### config.mk
export PLATFORM = sky130hd
export DESIGN_NAME = gcd_lcm_coproc
export DESIGN_NICKNAME = d
export VERILOG_FILES = /design/src/rtl/gcd_lcm_coproc.sv
export SDC_FILE = /design/constraint.sdc
export NUM_CORES = 1
export LEC_CHECK = 0
export ABC_AREA = 1
export CAP_MARGIN = 20
export CORE_MARGIN = 3
export CORE_UTILIZATION = 67
export DETAILED_ROUTE_END_ITERATION = 6
export PLACE_DENSITY = 0.88
export SYNTH_ARGS = -nofsm -noshare
export SYNTH_HDL_FRONTEND = slang
export SYNTH_SLANG_ARGS = --single-unit
### constraint.sdc
create_clock -name clk -period 5.3 [get_ports clk]
set_input_delay 1.325 -clock clk [delete_from_list [all_inputs] [get_ports clk]]
set_output_delay 1.325 -clock clk [all_outputs]
set_load 0.005 [all_outputs]
### src/rtl/gcd_lcm_coproc.sv
// Iterative GCD/LCM coprocessor.
// GCD is computed by subtractive Euclid and LCM by stepping multiples of
// each operand until they meet. Each step takes one clock.
// The result and the overflow flag are held until the next completion.
module gcd_lcm_coproc #(
    parameter int W = 32
) (
    input  logic         clk,
    input  logic         reset,
    input  logic         start,
    input  logic         op,
    input  logic [W-1:0] a,
    input  logic [W-1:0] b,
    output logic         busy,
    output logic         done,
    output logic [W-1:0] result,
    output logic         overflow
);

    typedef enum logic {
        IDLE,
        CALC
    } state_t;

    state_t       state_q, state_d;
    logic         op_q, op_d;
    logic [W-1:0] a_q, a_d;
    logic [W-1:0] b_q, b_d;
    logic [W-1:0] x_q, x_d;
    logic [W-1:0] y_q, y_d;
    logic         busy_q, busy_d;
    logic         done_q, done_d;
    logic [W-1:0] result_q, result_d;
    logic         overflow_q, overflow_d;
    logic [W:0]   x_sum;
    logic [W:0]   y_sum;

    // Next-state logic: accept a request in IDLE, then run one Euclid or LCM step per clock.
    always_comb begin
        state_d    = state_q;
        op_d       = op_q;
        a_d        = a_q;
        b_d        = b_q;
        x_d        = x_q;
        y_d        = y_q;
        busy_d     = busy_q;
        done_d     = 1'b0;
        result_d   = result_q;
        overflow_d = overflow_q;
        // The sums are one bit wider than the operands. A set top bit means the LCM
        // search has run past the largest value that fits in W bits.
        x_sum      = {1'b0, x_q} + {1'b0, a_q};
        y_sum      = {1'b0, y_q} + {1'b0, b_q};

        unique case (state_q)
            IDLE: begin
                if (start) begin
                    op_d    = op;
                    a_d     = a;
                    b_d     = b;
                    x_d     = a;
                    y_d     = b;
                    busy_d  = 1'b1;
                    state_d = CALC;
                end
            end
            CALC: begin
                if ((a_q == '0) || (b_q == '0)) begin
                    // A zero operand finishes at once: gcd(0,n)=n and lcm(0,n)=0.
                    result_d   = op_q ? '0 : (a_q | b_q);
                    overflow_d = 1'b0;
                    done_d     = 1'b1;
                    busy_d     = 1'b0;
                    state_d    = IDLE;
                end else if (x_q == y_q) begin
                    result_d   = x_q;
                    overflow_d = 1'b0;
                    done_d     = 1'b1;
                    busy_d     = 1'b0;
                    state_d    = IDLE;
                end else if (!op_q) begin
                    if (x_q > y_q) begin
                        x_d = x_q - y_q;
                    end else begin
                        y_d = y_q - x_q;
                    end
                end else if (x_q < y_q) begin
                    if (x_sum[W]) begin
                        result_d   = '0;
                        overflow_d = 1'b1;
                        done_d     = 1'b1;
                        busy_d     = 1'b0;
                        state_d    = IDLE;
                    end else begin
                        x_d = x_sum[W-1:0];
                    end
                end else begin
                    if (y_sum[W]) begin
                        result_d   = '0;
                        overflow_d = 1'b1;
                        done_d     = 1'b1;
                        busy_d     = 1'b0;
                        state_d    = IDLE;
                    end else begin
                        y_d = y_sum[W-1:0];
                    end
                end
            end
            default: begin
                state_d = IDLE;
                busy_d  = 1'b0;
            end
        endcase
    end

    // State and output registers. Reset clears everything, including an operation in flight.
    always_ff @(posedge clk or negedge reset) begin
        if (!reset) begin
            state_q    <= IDLE;
            op_q       <= 1'b0;
            a_q        <= '0;
            b_q        <= '0;
            x_q        <= '0;
            y_q        <= '0;
            busy_q     <= 1'b0;
            done_q     <= 1'b0;
            result_q   <= '0;
            overflow_q <= 1'b0;
        end else begin
            state_q    <= state_d;
            op_q       <= op_d;
            a_q        <= a_d;
            b_q        <= b_d;
            x_q        <= x_d;
            y_q        <= y_d;
            busy_q     <= busy_d;
            done_q     <= done_d;
            result_q   <= result_d;
            overflow_q <= overflow_d;
        end
    end

    assign busy     = busy_q;
    assign done     = done_q;
    assign result   = result_q;
    assign overflow = overflow_q;

endmodule

==> flow_summary.toml <==
# implementation run metrics
[status]
status = "finished, violations left"
violated_checks = "DRC"

[routing]
post-route-drc-count = 1
avgRoutedWirePerCell_um = 18.02
dr.max_layer_used = "met4"
routed_wirelength_um = 63390
routedLengthMet1_um = 23930

[synth]
muxShareOfSynthArea_pct = 0.6993
synth_adder_area_share_pct = 9.423
portion_of_the_post_synthesis_area_used_by_sequential_elements_pct = 23.31
postSynth.asyncResetShare_pct = 100.0
synth.distinct_cells = 39
synthSimpleGateAreaFrac_pct = 43.40
synth.top_cell.area_share_pct = 25.85
top_area_cell = "sky130_fd_sc_hd__nand2_1"
area_leaders = "sky130_fd_sc_hd__nand2_1 (26%), sky130_fd_sc_hd__dfrtp_1 (23%), sky130_fd_sc_hd__inv_1 (12%), sky130_fd_sc_hd__ha_1 (9.0%), sky130_fd_sc_hd__nand3_1 (8.8%)"
synth_chip_area_mm2 = 0.01771
post_synth_most_frequent_cells = "sky130_fd_sc_hd__nand2_1 (1220), sky130_fd_sc_hd__inv_1 (563), sky130_fd_sc_hd__nand3_1 (310)"
post_synth_main_logic_family = "simple AND/OR/NAND/NOR gates"

[sta]
setup_tns_ns = 0
rsz_0062_raised_after_global_routing = "no"
hold_viol_final = 0
max_freq_ghz = 0.2786

[worst_setup_path]
worst_setup_path_start_kind = "register"
required_ns = 5.63
critical_path.top_delay_family = "simple AND/OR/NAND/NOR gates"
worstSetupPathDepth = 18
cp-startpoint = "x_q[0]"
endpoint_kind = "register"

[clocking]
cts.repair_timing.setup_buffer_count = 0
clock_tree.buffer_depth = 2
htree_levels = 4
cts-hold-fix-buffers = 0

[global_routing]
grt_use_total_pct = 44.27
grt_util_met3_pct = 10.56
wire_length_of_the_first_global_routing_pass_um = 99690
groute.layer.met2.usage_pct = 69.23

[floorplan]
initial_utilization_pct = 69.34
row_count = 58
chip_area_mm2 = 0.02842
fp.dieW_um = 168.6
floorplan.tapcells = 330

[finish]
sequential_cell_total = 165
signal_buffers = 115
syn2layout_area_growth_pct = 10.35
comb_area_mm2 = 0.01108

[min_path]
min_path_cells = 2
min_delay_worst_endpoint = "result[21]"

[placed_design]
place_congestion = 1.159
placed_cells = 3486

[job]
max_cap_viols = 0
sizes.png
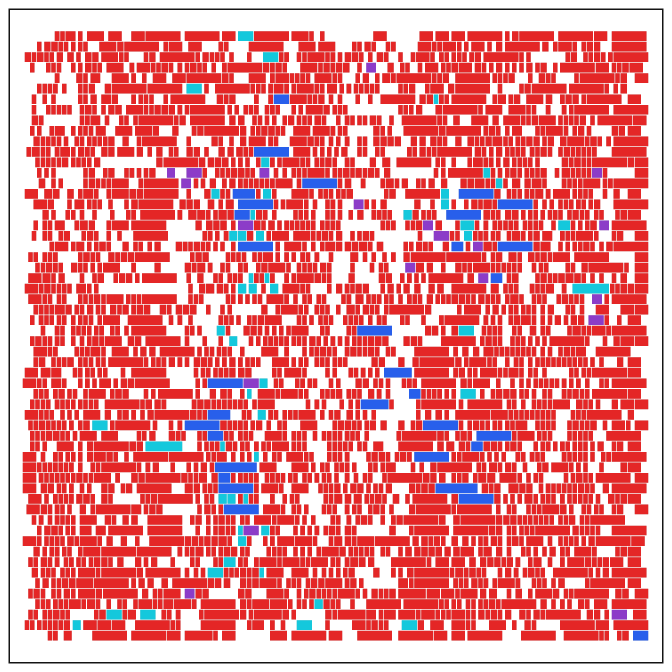
_2 cells -> cyan  # cells 51
_0 and _1 cells -> red  # cells 3085
_3 and _4 cells -> purple  # cells 20
_6 and larger -> blue  # cells 32

layer_met1.png
Supply wires on this layer in grey. Cells faint in the background.
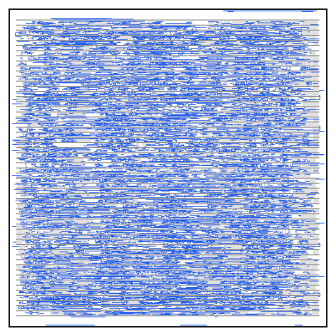
longest straight run = 50.1 µm
share of all routed wire = 38%
wire length on this layer = 23.9 mm
nets with wire on the layer = 3168
main direction = horizontal
vias after detailed routing: 20790
M1 GR Usage: 59.22%

clk_routes.png
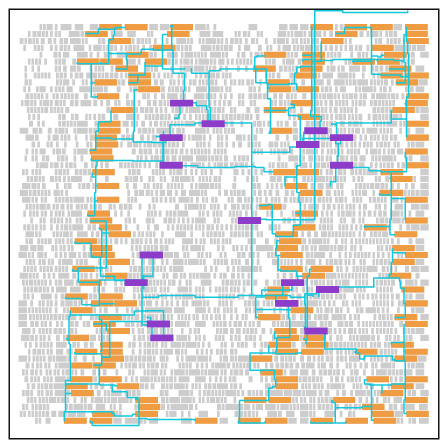
flip-flops -> orange  # count 165
clock drivers -> purple  # count 17
clock wires -> cyan  # length 2560 µm
routed clock nets = 18
flops lie = all over the die
worst setup skew after layout: 0.01707 ns
Latency at later pin: 0.45 ns

